**src/rtl/wb_pkg.sv**
```systemverilog
// Shared types and constants for the register-file writeback arbiter.
package wb_pkg;

   localparam int unsigned DATA_W   = 32;
   localparam int unsigned ADDR_W   = 5;
   localparam int unsigned NUM_REGS = 32;
   localparam int unsigned ZERO_REG = 31;

   typedef enum logic {
      SRC_ALU = 1'b0,
      SRC_MEM = 1'b1
   } src_t;

   typedef struct packed {
      logic [ADDR_W-1:0] idx;
      logic [DATA_W-1:0] data;
   } wb_entry_t;

   // One-hot of a register index; the zero register never contributes.
   function automatic logic [NUM_REGS-1:0] reg_onehot(input logic [ADDR_W-1:0] r);
      if (r == ADDR_W'(ZERO_REG)) begin
         reg_onehot = '0;
      end else begin
         reg_onehot = NUM_REGS'(1) << r;
      end
   endfunction

endpackage

```
**src/rtl/wb_fifo.sv**
```systemverilog
// Per-source writeback request FIFO with a per-entry valid/index view
// used to build the pending-write mask.
module wb_fifo
   import wb_pkg::*;
#(
   parameter int unsigned DEPTH = 2
) (
   input  logic                          clk,
   input  logic                          reset_n,
   input  logic                          push,
   input  wb_entry_t                     push_entry,
   input  logic                          pop,
   output logic                          full,
   output logic                          empty,
   output wb_entry_t                     head,
   output logic [DEPTH-1:0]              ent_valid,
   output logic [DEPTH-1:0][ADDR_W-1:0]  ent_idx
);

   localparam int unsigned PTR_W = (DEPTH > 1) ? $clog2(DEPTH) : 1;
   localparam int unsigned CNT_W = PTR_W + 1;

   logic [PTR_W-1:0] wr_ptr;
   logic [PTR_W-1:0] rd_ptr;
   logic [CNT_W-1:0] count;
   logic             do_push;
   logic             do_pop;
   wb_entry_t        mem [DEPTH];

   // A full FIFO refuses a push even when it pops in the same cycle.
   assign full    = (count == CNT_W'(DEPTH));
   assign empty   = (count == '0);
   assign do_push = push && !full;
   assign do_pop  = pop && !empty;
   assign head    = mem[rd_ptr];

   always_ff @(posedge clk or negedge reset_n) begin
      if (!reset_n) begin
         wr_ptr <= '0;
         rd_ptr <= '0;
         count  <= '0;
      end else begin
         if (do_push) begin
            wr_ptr <= wr_ptr + PTR_W'(1);
         end
         if (do_pop) begin
            rd_ptr <= rd_ptr + PTR_W'(1);
         end
         case ({do_push, do_pop})
            2'b10:   count <= count + CNT_W'(1);
            2'b01:   count <= count - CNT_W'(1);
            default: count <= count;
         endcase
      end
   end

   always_ff @(posedge clk) begin
      if (do_push) begin
         mem[wr_ptr] <= push_entry;
      end
   end

   // Slot i is live when its distance from the read pointer is below count.
   always_comb begin
      for (int unsigned i = 0; i < DEPTH; i++) begin
         ent_valid[i] = CNT_W'(PTR_W'(PTR_W'(i) - rd_ptr)) < count;
         ent_idx[i]   = mem[i].idx;
      end
   end

endmodule

```
**src/rtl/regfile_wb_arbiter.sv**
```systemverilog
// Two-source writeback arbiter feeding the register file's single write port.
// WB_ROUND_ROBIN_EN selects round-robin; otherwise memory wins every tie.
module regfile_wb_arbiter #(
   parameter int unsigned DEPTH  = 2,
   parameter int unsigned DATA_W = wb_pkg::DATA_W,
   parameter int unsigned ADDR_W = wb_pkg::ADDR_W
) (
   input  logic                         clk,
   input  logic                         reset_n,
   input  logic                         alu_valid,
   output logic                         alu_ready,
   input  logic [ADDR_W-1:0]            alu_reg,
   input  logic [DATA_W-1:0]            alu_data,
   input  logic                         mem_valid,
   output logic                         mem_ready,
   input  logic [ADDR_W-1:0]            mem_reg,
   input  logic [DATA_W-1:0]            mem_data,
   output logic [ADDR_W-1:0]            writeReg,
   output logic [DATA_W-1:0]            writeData,
   output logic                         CONTROL_REGWRITE,
   output logic [wb_pkg::NUM_REGS-1:0]  pend_mask,
   output logic                         idle
);

   wb_pkg::wb_entry_t alu_entry, mem_entry;
   wb_pkg::wb_entry_t alu_head, mem_head;
   logic alu_full, alu_empty, mem_full, mem_empty;
   logic alu_push, mem_push;
   logic grant_alu, grant_mem;
   logic [DEPTH-1:0]             alu_ent_valid, mem_ent_valid;
   logic [DEPTH-1:0][ADDR_W-1:0] alu_ent_idx, mem_ent_idx;

   assign alu_ready = !alu_full;
   assign mem_ready = !mem_full;

   // Zero-register writes complete the handshake but are dropped here.
   assign alu_push = alu_valid && alu_ready && (alu_reg != ADDR_W'(wb_pkg::ZERO_REG));
   assign mem_push = mem_valid && mem_ready && (mem_reg != ADDR_W'(wb_pkg::ZERO_REG));

   assign alu_entry.idx  = alu_reg;
   assign alu_entry.data = alu_data;
   assign mem_entry.idx  = mem_reg;
   assign mem_entry.data = mem_data;

   wb_fifo #(.DEPTH(DEPTH)) u_alu_fifo (
      .clk        (clk),
      .reset_n    (reset_n),
      .push       (alu_push),
      .push_entry (alu_entry),
      .pop        (grant_alu),
      .full       (alu_full),
      .empty      (alu_empty),
      .head       (alu_head),
      .ent_valid  (alu_ent_valid),
      .ent_idx    (alu_ent_idx)
   );

   wb_fifo #(.DEPTH(DEPTH)) u_mem_fifo (
      .clk        (clk),
      .reset_n    (reset_n),
      .push       (mem_push),
      .push_entry (mem_entry),
      .pop        (grant_mem),
      .full       (mem_full),
      .empty      (mem_empty),
      .head       (mem_head),
      .ent_valid  (mem_ent_valid),
      .ent_idx    (mem_ent_idx)
   );

`ifdef WB_ROUND_ROBIN_EN
   wb_pkg::src_t last_grant;

   // Reset to MEM so the ALU wins the first tie.
   always_ff @(posedge clk or negedge reset_n) begin
      if (!reset_n) begin
         last_grant <= wb_pkg::SRC_MEM;
      end else if (grant_alu) begin
         last_grant <= wb_pkg::SRC_ALU;
      end else if (grant_mem) begin
         last_grant <= wb_pkg::SRC_MEM;
      end
   end

   always_comb begin
      grant_alu = 1'b0;
      grant_mem = 1'b0;
      if (!alu_empty && !mem_empty) begin
         if (last_grant == wb_pkg::SRC_ALU) begin
            grant_mem = 1'b1;
         end else begin
            grant_alu = 1'b1;
         end
      end else begin
         grant_alu = !alu_empty;
         grant_mem = !mem_empty;
      end
   end
`else
   always_comb begin
      grant_alu = 1'b0;
      grant_mem = 1'b0;
      grant_mem = !mem_empty;
      grant_alu = !alu_empty && mem_empty;
   end
`endif

   // Output stage: index/data hold their last value when nothing is granted.
   always_ff @(posedge clk or negedge reset_n) begin
      if (!reset_n) begin
         CONTROL_REGWRITE <= 1'b0;
         writeReg         <= '0;
         writeData        <= '0;
      end else begin
         CONTROL_REGWRITE <= grant_alu || grant_mem;
         if (grant_mem) begin
            writeReg  <= mem_head.idx;
            writeData <= mem_head.data;
         end else if (grant_alu) begin
            writeReg  <= alu_head.idx;
            writeData <= alu_head.data;
         end
      end
   end

   always_comb begin
      pend_mask = '0;
      for (int unsigned i = 0; i < DEPTH; i++) begin
         if (alu_ent_valid[i]) begin
            pend_mask = pend_mask | wb_pkg::reg_onehot(alu_ent_idx[i]);
         end
         if (mem_ent_valid[i]) begin
            pend_mask = pend_mask | wb_pkg::reg_onehot(mem_ent_idx[i]);
         end
      end
      if (CONTROL_REGWRITE) begin
         pend_mask = pend_mask | wb_pkg::reg_onehot(writeReg);
      end
   end

   assign idle = alu_empty && mem_empty && !CONTROL_REGWRITE;

endmodule

```
**config.mk**
```make
export PLATFORM = sky130hd
export DESIGN_NAME = regfile_wb_arbiter
export DESIGN_NICKNAME = d
export VERILOG_FILES = /design/src/rtl/wb_pkg.sv /design/src/rtl/wb_fifo.sv /design/src/rtl/regfile_wb_arbiter.sv
export SDC_FILE = /design/constraint.sdc
export NUM_CORES = 1
export LEC_CHECK = 0
export CAP_MARGIN = 20
export CORE_MARGIN = 5
export CORE_UTILIZATION = 49
export DETAILED_ROUTE_END_ITERATION = 6
export GPL_TIMING_DRIVEN = 1
export PLACE_DENSITY_LB_ADDON = 0.12
export SYNTH_ARGS = -nofsm -noshare
export SYNTH_HDL_FRONTEND = slang
export SYNTH_HIERARCHICAL = 1
export SYNTH_SLANG_ARGS = --single-unit
export TNS_END_PERCENT = 30
```
**constraint.sdc**
```tcl
create_clock -name clk -period 3.08 [get_ports clk]
set_input_delay 0.77 -clock clk [delete_from_list [all_inputs] [get_ports clk]]
set_output_delay 0.77 -clock clk [all_outputs]
set_load 0.01 [all_outputs]
```
Figure 1. Track usage over the die (run 1).
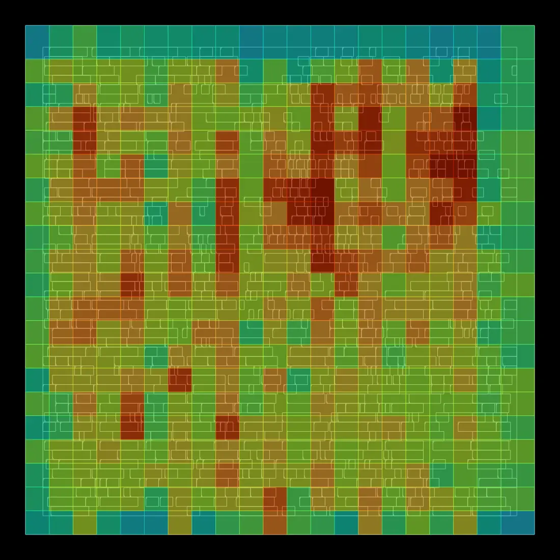
grt met2 use: 37.39%
WL per Instance: 22.68 microns
most used routing layer: met2

Figure 2. Register map, names as in the netlist (run 1).
Drawn at 2 px/micron. Other sequential cells in the stronger gray, the rest of the logic in the fainter gray.
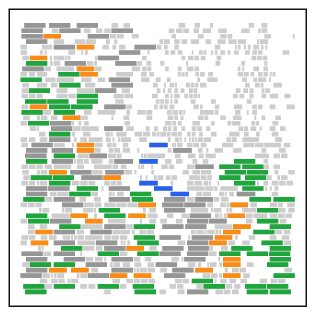
- orange: writeData (placed flops 32; where all over the die)
- green: u_alu_fifo/mem (placed flops 74; where all over the die)
- blue: writeReg (placed flops 5; where middle)
- not colored: 83

==> flow_summary.yaml, run 1 <==
# generated from flow reports
detailed_routing:
  route.met3.wl_microns: 1965
  first_iter_violations: 455
  first_pass_iters: 5
  viasPerCell: 5.923
  highest_layer: "met4"
  wl_met1_microns: 10340
synthesis:
  yosys-top-cells-count: "edfxtp_1, mux2_2, nor2_1"
  largest_area_cell: "edfxtp_1"
  yosys_area_sq_um: 9296
  synth.distinct_cells: 53
  topCellsByArea: "edfxtp_1, dfrtp_1, mux2_2"
  ys.flops: 194
  synthAdderAreaFrac_pct: 0.2692
  synth_nets: 767
  edf_count: 148
  async_flop_share_pct: 23.71
  synthMuxAreaShare_pct: 13.59
placed_design:
  placed_cells_incl_taps: 1036
  portBuffers: 149
  postPlaceCellArea_sq_um: 10960
  dp_hpwl_microns: 17220
pwr:
  p_comb_uw: 4960
  seq_power_uw: 4220
  p_sw_uw: 4204
  top_power_group: "combinational cells"
  power.leakage_uw: 0.004567
critical_path:
  cp_num_buf_inv: 1
  critPathKind: "flip-flop to output port"
  cp_data_required_time_ps: 2310
  cp.depth: 5
  slowest_stage: "clkdlybuf4s50_1"
  cp-startpoint: "u_mem_fifo/count[0]"
  rr_worst_depth: 8
  critPathLaunchType: "flip-flop"
  worst_setup_path_end_kind: "output port"
  r2r_end: "u_alu_fifo/count[1]"
final_timing:
  setup_viol: 1
  fin_ws_ps: -0.7059
  fin_skew_ps: 13.37
  worst_pin_slew_ps: 763.9
  fmax_mhz: 324.6
  timing.slew.headroom_pct: 49.07
  hold-worst-slack_ps: 335.0
  hold_viol_final: 0
clock_tree:
  cts.hold.buffers_added: 0
  clock_latency_ps: 430
  cts_resized: 32
  root_buffer: "clkbuf_16"
  cts_tree: "built"
  post-cts-setup-buffers: 16
layout:
  num-clock-buffers: 17
  n_all_inverters: 10
  final_cell_mix: "edfxtp_1, clkdlybuf4s50_1, mux2_2"
  buf_share_pct: 16.26
  n_all_buffers: 202
  seqCellArea_sq_um: 5609
status:
  violations: "setup timing"
  outcome: "finished, violations left"
job:
  maxCapViolCount: 0
  tool_warnings: 29
grt:
  met3_usage_pct: 5.947
  grt_pass1_vias: 6656
  grt_usage_pct: 22.70
floorplanning:
  fp.dieH_microns: 147.7
Figure 3. Met3 routing (run 1).
Drawn at 2 px/micron. Cells faint in the background.
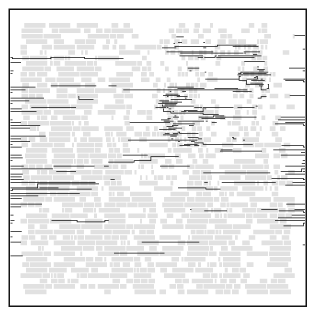
- main direction: horizontal
- share of all routed wire: 7.9%
- wire length on this layer: 1970 microns
- nets with wire on the layer: 152

==> run 2, diff against run 1 <==
--- a/config.mk
+++ b/config.mk
@@ -6,11 +6,13 @@
 export NUM_CORES = 1
 export LEC_CHECK = 0
 export CAP_MARGIN = 20
+export CORE_ASPECT_RATIO = 0.5
 export CORE_MARGIN = 5
-export CORE_UTILIZATION = 49
+export CORE_UTILIZATION = 58
 export DETAILED_ROUTE_END_ITERATION = 6
 export GPL_TIMING_DRIVEN = 1
 export PLACE_DENSITY_LB_ADDON = 0.12
+export SKIP_LAST_GASP = 1
 export SYNTH_ARGS = -nofsm -noshare
 export SYNTH_HDL_FRONTEND = slang
 export SYNTH_HIERARCHICAL = 1
==> constraint.sdc (replaced) <==
create_clock -name clk -period 3.8 [get_ports clk]
set_input_delay 0.95 -clock clk [delete_from_list [all_inputs] [get_ports clk]]
set_output_delay 0.95 -clock clk [all_outputs]
set_load 0.01 [all_outputs]
==> flow_summary.yaml, run 2 <==
# generated from flow reports
status:
  outcome: "finished clean"
clock_tree:
  cts_resized: 0
  post-cts-setup-buffers: 0
  clock_latency_ps: 430
  cts.hold.buffers_added: 0
final_timing:
  worst_pin_slew_ps: 857.2
  timing.slew.headroom_pct: 42.85
  setup_viol: 0
  hold-worst-slack_ps: 550.1
  fin_skew_ps: 16.29
  fin_ws_ps: 142.0
  hold_viol_final: 0
job:
  tool_warnings: 26
layout:
  num-clock-buffers: 17
  buf_share_pct: 13.89
  final_cell_mix: "clkdlybuf4s50_1, edfxtp_1, mux2_2"
  seqCellArea_sq_um: 5598
  n_all_inverters: 10
  n_all_buffers: 161
critical_path:
  rr_worst_depth: 8
  cp_num_buf_inv: 2
  cp_data_required_time_ps: 2850
  critPathLaunchType: "flip-flop"
  cp-startpoint: "u_alu_fifo/rd_ptr"
  r2r_end: "u_alu_fifo/count[1]"
  cp.depth: 6
  critPathKind: "flip-flop to output port"
  worst_setup_path_end_kind: "output port"
pwr:
  p_sw_uw: 3457
  seq_power_uw: 3550
  top_power_group: "combinational cells"
  p_comb_uw: 3840
synthesis:
  yosys-top-cells-count: "edfxtp_1, mux2_2, nor2_1"
  yosys_area_sq_um: 9296
  topCellsByArea: "edfxtp_1, dfrtp_1, mux2_2"
  edf_count: 148
  synthAdderAreaFrac_pct: 0.2692
  async_flop_share_pct: 23.71
  synth.distinct_cells: 53
grt:
  grt_pass1_vias: 7024
  grt_usage_pct: 28.94
placed_design:
  portBuffers: 149
  dp_hpwl_microns: 17200
  postPlaceCellArea_sq_um: 10800
  placed_cells_incl_taps: 993
detailed_routing:
  route.met3.wl_microns: 2211
  first_iter_violations: 780
  highest_layer: "met4"
floorplanning:
  fp.dieH_microns: 99.52
Figure 4. Met3 routing (run 2).
Drawn at 2 px/micron. Cells faint in the background.
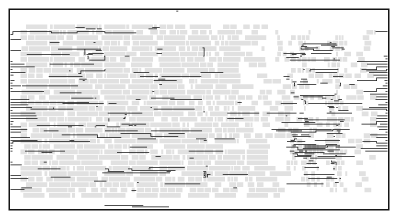
- wire length on this layer: 2210 microns
- share of all routed wire: 8.1%
- nets with wire on the layer: 193
- main direction: horizontal
GRT met3 Usage: 6.837%
Routed WL: 27150 microns
DR vias: 6740

==> run 3, diff against run 2 <==
--- a/config.mk
+++ b/config.mk
@@ -11,7 +11,7 @@
 export CORE_UTILIZATION = 58
 export DETAILED_ROUTE_END_ITERATION = 6
 export GPL_TIMING_DRIVEN = 1
-export PLACE_DENSITY_LB_ADDON = 0.12
+export PLACE_DENSITY = 0.86
 export SKIP_LAST_GASP = 1
 export SYNTH_ARGS = -nofsm -noshare
 export SYNTH_HDL_FRONTEND = slang
==> flow_summary.yaml, run 3 <==
# generated from flow reports
critical_path:
  critPathLaunchType: "flip-flop"
  cp_num_buf_inv: 1
  critPathKind: "flip-flop to output port"
  cp.depth: 5
  cp_data_required_time_ps: 2850
  r2r_end: "u_mem_fifo/count[1]"
  cp-startpoint: "u_alu_fifo/count[0]"
  rr_worst_depth: 8
  worst_setup_path_end_kind: "output port"
layout:
  ff_count: 194
  final_cell_mix: "clkdlybuf4s50_1, edfxtp_1, mux2_2"
  n_all_inverters: 10
  seqCellArea_sq_um: 5598
  buf_share_pct: 14.37
detailed_routing:
  highest_layer: "met4"
  route.met3.wl_microns: 2182
  first_iter_violations: 620
synthesis:
  yosys-top-cells-count: "edfxtp_1, mux2_2, nor2_1"
  yosys_area_sq_um: 9296
  topCellsByArea: "edfxtp_1, dfrtp_1, mux2_2"
  synth.logic.top_family: "multiplexers"
  edf_count: 148
  async_flop_share_pct: 23.71
  largest_area_cell: "edfxtp_1"
  synth_nets: 767
  synth.distinct_cells: 53
  synthAdderAreaFrac_pct: 0.2692
final_timing:
  timing.slew.headroom_pct: 46.63
  fin_skew_ps: 12.47
  setup_viol: 0
  fin_crit_sh_pct: 96.23
  hold_viol_final: 0
  hold-worst-slack_ps: 521.6
  fin_ws_ps: 143.1
pwr:
  p_comb_uw: 3850
  top_power_group: "combinational cells"
  seqPwrFrac_pct: 38.5
clock_tree:
  clock_latency_ps: 430
  cts.hold.buffers_added: 0
  post-cts-setup-buffers: 0
  cts_resized: 0
status:
  outcome: "finished clean"
floorplanning:
  fp.dieH_microns: 99.52
placed_design:
  postPlaceCellArea_sq_um: 10860
  portBuffers: 149
  dp_hpwl_microns: 17410
  placed_cells_incl_taps: 994
job:
  tool_warnings: 26
grt:
  antenna_found_initial: 0
  grt_usage_pct: 27.58
  grt_pass1_vias: 6805
Figure 5. Met3 routing (run 3).
Drawn at 2 px/micron. Cells faint in the background.
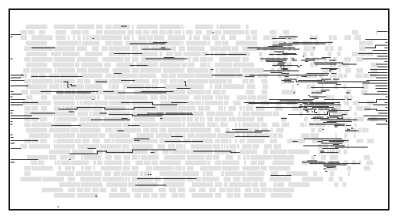
- share of all routed wire: 8.5%
- nets with wire on the layer: 172
- wire length on this layer: 2180 microns
GRT met3 Usage: 5.996%
Routed WL: 25660 microns
DR vias: 6650


## Gallery

Signal wires by layer.
Drawn at 2 px/micron.
picture 1
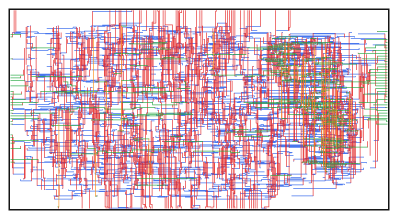
picture 2
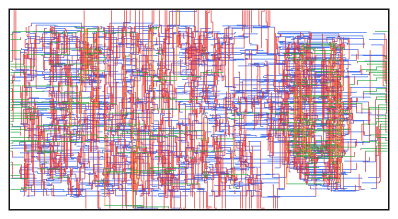
picture 3
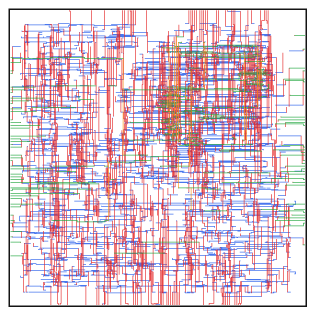
Of these, largest die: picture 3
- picture 1 = run 3
- picture 3 = run 1
- picture 2 = run 2

Power and IR drop assume default switching activity.
